[src/rtl/csi2_frame_sequencer.sv]
// Frames decoded CSI-2 packets on one VC/data type into 32-bit beats with sof/eol/keep markers.
// All outputs registered, 1-cycle latency from image_data_enable; no backpressure, 1 beat/cycle.
module csi2_frame_sequencer #(
  parameter logic [1:0] target_vc = 2'd0,
  parameter logic [5:0] target_dt = 6'h1E
) (
  input  logic        clock,
  input  logic        reset,
  input  logic        enable,
  input  logic [15:0] expected_lines,
  input  logic        header_valid,
  input  logic [1:0]  virtual_channel,
  input  logic [5:0]  data_type,
  input  logic [15:0] word_count,
  input  logic [31:0] image_data,
  input  logic        image_data_enable,
  input  logic        error_clear,
  output logic [31:0] out_data,
  output logic        out_valid,
  output logic [3:0]  out_keep,
  output logic        out_sof,
  output logic        out_eol,
  output logic [15:0] frame_number,
  output logic [15:0] line_count,
  output logic        frame_done,
  output logic        err_frame_seq,
  output logic        err_line_count,
  output logic        err_truncated,
  output logic        err_overrun
);

  localparam logic [5:0] DT_FS = 6'h00;
  localparam logic [5:0] DT_FE = 6'h01;

  typedef enum logic [1:0] {IDLE, FRAME, LINE} state_t;

  state_t      state;
  logic [14:0] beats_left;
  logic [3:0]  last_keep;
  logic        sof_pending;
  logic        foreign;

  logic        is_fs;
  logic        is_fe;
  logic        is_dt;
  logic        hdr_acc;
  logic [14:0] wc_beats;
  logic [3:0]  wc_keep;
  logic [15:0] line_inc;

  assign is_fs    = (data_type == DT_FS);
  assign is_fe    = (data_type == DT_FE);
  assign is_dt    = (data_type == target_dt);
  assign hdr_acc  = header_valid && (virtual_channel == target_vc) && (is_fs || is_fe || is_dt);
  assign wc_beats = {1'b0, word_count[15:2]} + {14'd0, |word_count[1:0]};
  assign line_inc = (line_count == 16'hFFFF) ? line_count : line_count + 16'd1;

  always_comb begin
    case (word_count[1:0])
      2'd0:    wc_keep = 4'hF;
      2'd1:    wc_keep = 4'h1;
      2'd2:    wc_keep = 4'h3;
      default: wc_keep = 4'h7;
    endcase
  end

  always_ff @(posedge clock) begin
    if (reset) begin
      state          <= IDLE;
      beats_left     <= '0;
      last_keep      <= '0;
      sof_pending    <= 1'b0;
      foreign        <= 1'b0;
      out_data       <= '0;
      out_valid      <= 1'b0;
      out_keep       <= 4'h0;
      out_sof        <= 1'b0;
      out_eol        <= 1'b0;
      frame_number   <= '0;
      line_count     <= '0;
      frame_done     <= 1'b0;
      err_frame_seq  <= 1'b0;
      err_line_count <= 1'b0;
      err_truncated  <= 1'b0;
      err_overrun    <= 1'b0;
    end else begin
      out_valid  <= 1'b0;
      out_sof    <= 1'b0;
      out_eol    <= 1'b0;
      out_keep   <= 4'h0;
      frame_done <= 1'b0;

      // Later set assignments in this block override the clear.
      if (error_clear) begin
        err_frame_seq  <= 1'b0;
        err_line_count <= 1'b0;
        err_truncated  <= 1'b0;
        err_overrun    <= 1'b0;
      end

      // Headers never overlap payload in a well-formed stream, so a coincident beat is dropped.
      if (hdr_acc) begin
        foreign <= 1'b0;
        if (state == LINE) err_truncated <= 1'b1;
        if (state == IDLE) begin
          if (is_fs && enable) begin
            state        <= FRAME;
            frame_number <= word_count;
            line_count   <= '0;
            sof_pending  <= 1'b1;
          end else if (is_fe) begin
            err_frame_seq <= 1'b1;
          end
        end else begin
          state <= FRAME;
          if (is_fs) begin
            err_frame_seq <= 1'b1;
            frame_number  <= word_count;
            line_count    <= '0;
            sof_pending   <= 1'b1;
          end else if (is_fe) begin
            state       <= IDLE;
            frame_done  <= 1'b1;
            sof_pending <= 1'b0;
            if (expected_lines != 16'd0 && line_count != expected_lines) err_line_count <= 1'b1;
          end else if (word_count != 16'd0) begin
            state      <= LINE;
            beats_left <= wc_beats;
            last_keep  <= wc_keep;
          end else begin
            line_count <= line_inc;
          end
        end
      end else if (header_valid) begin
        // Payload of an ignored packet between lines must not count as overrun.
        if (state != LINE) foreign <= 1'b1;
      end else if (image_data_enable) begin
        if (state == LINE) begin
          out_valid   <= 1'b1;
          out_data    <= image_data;
          out_sof     <= sof_pending;
          sof_pending <= 1'b0;
          if (beats_left == 15'd1) begin
            out_eol    <= 1'b1;
            out_keep   <= last_keep;
            line_count <= line_inc;
            state      <= FRAME;
          end else begin
            out_keep   <= 4'hF;
            beats_left <= beats_left - 15'd1;
          end
        end else if (state == FRAME && !foreign) begin
          err_overrun <= 1'b1;
        end
      end
    end
  end

endmodule

[config.mk]
export PLATFORM = sky130hd
export DESIGN_NAME = csi2_frame_sequencer
export DESIGN_NICKNAME = d
export VERILOG_FILES = /design/src/rtl/csi2_frame_sequencer.sv
export SDC_FILE = /design/constraint.sdc
export NUM_CORES = 1
export LEC_CHECK = 0
export ABC_AREA = 0
export CAP_MARGIN = 20
export CORE_MARGIN = 5
export CORE_UTILIZATION = 30
export CTS_CLUSTER_SIZE = 12
export DETAILED_ROUTE_END_ITERATION = 8
export SYNTH_ARGS = -nofsm -noshare
export SYNTH_HDL_FRONTEND = slang
export SYNTH_SLANG_ARGS = --single-unit
[constraint.sdc]
create_clock -name clock -period 2.78 [get_ports clock]
set_input_delay 0.556 -clock clock [delete_from_list [all_inputs] [get_ports clock]]
set_output_delay 0.556 -clock clock [all_outputs]
set_load 0.01 [all_outputs]
Figure 1. The metal 1 layer.
Bar = 50 um.
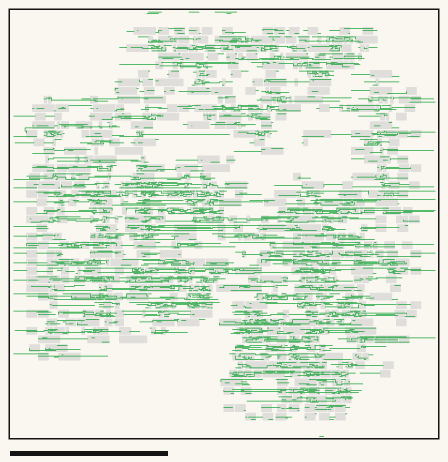
803 nets have wire on it. The wires run mostly horizontal. The layer carries 7,070 um of wire.
met1 Track Usage GR: 0.2170
final wirelength: 15,420 um
via count: 5,039

Figure 2. Metal 2.
Bar = 50 um.
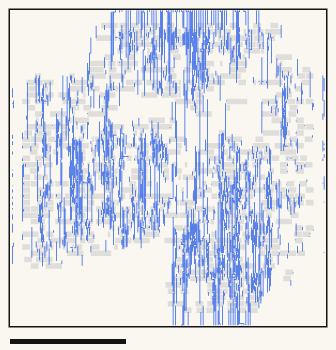
The longest straight run is 47.3 um. 732 nets have wire on it. The wires run mostly vertical.
grt met2 use: 0.2707

==> impl_metrics.json <==
{
  "n_all_inverters": 12,
  "ys.flop_type": "dfxtp_1",
  "dp_cells": 992,
  "p_int_mw": 2.184,
  "fin_crit_sh": 0.9804,
  "grtUsageTotal": 0.1650,
  "power_frac_comb": 0.088,
  "tap_cells": 216,
  "path_cells": "clkdlybuf4s50_1 -> or3b_4 -> or2_1 -> or3_4 -> a211o_2 -> or4_1 -> a21oi_1",
  "comb_share": 0.3690,
  "p_clk_mw": 1.20,
  "crit_path_end_kind": "register",
  "crit_start": "virtual_channel[1]",
  "yosysWarnings": 0,
  "hpwl_um": 11270,
  "r2r_setup_slack_ns": 0.13,
  "largest_class": "logic gates",
  "max_stage_delay_ns": 0.51,
  "dp_slack_ns": -0.4755,
  "mux_share": 0.03370,
  "ys_ff": 99,
  "utilization": 0.4674,
  "root_buffer": "clkbuf_16",
  "ctsHoldBuffers": 0,
  "met3_length_um": 885,
  "pwr-share-seq": 0.495,
  "largest_reg_flops": 32,
  "n_antenna_cell": 0,
  "core_area_sq_mm": 0.01571,
  "drive_gt1_frac": 0.1421,
  "log.warning_count": 29,
  "reg2regPathDepth": 8,
  "hold_path.startpoint": "out_data[23]",
  "met2WireLength_um": 7268,
  "remaining_drc_errors": 0,
  "cap_violations": 0,
  "vias_per_cell": 4.984,
  "worstPathArrival_ns": 3.01,
  "finalNonFillerCells": 1011,
  "numCtsBuffers": 9,
  "top_cells_by_count": "dfxtp_1, nand2_1, a21oi_1",
  "top_usage_layer": "met2",
  "yosysUniqueCellTypes": 51,
  "cts.sinks": 99,
  "finalCriticalPeriod_ns": 2.726,
  "clkLatencyLatePin_ns": 0.35,
  "final_layout_top_logic_cells": "clkdlybuf4s50_1, dfxtp_1, nand2_1, a21oi_1, buf_4",
  "flops": 99,
  "worstSetupPathType": "in -> reg",
  "total_power_mw": 2.868,
  "switchingPower_mw": 0.6838,
  "status": "complete, no violations",
  "buf_share": 0.2804,
  "largestRegisters": "out_data x32, frame_number x16, line_count x16",
  "portBuffers": 153,
  "sh_seq_area": 0.2698
}
Figure 3. The metal 3 layer.
Bar = 50 um.
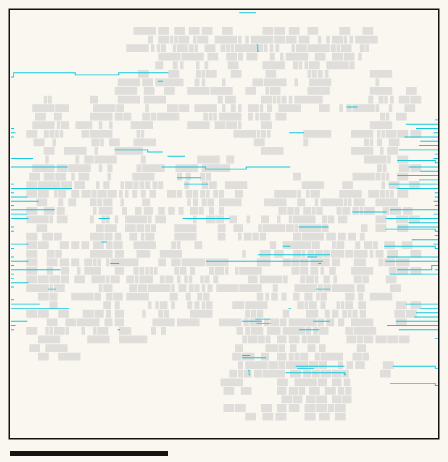
The layer carries 886 um of wire. 104 nets have wire on it. The longest straight run is 36.8 um.
GR Util met3: 0.03442

Figure 4. Met4 routing.
Bar = 50 um.
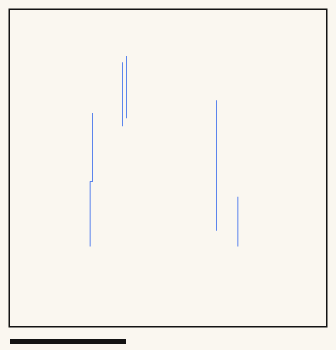
3 nets have wire on it. The wires run mostly vertical.

Power figures rest on the tool's default switching activity, not on a simulated workload.
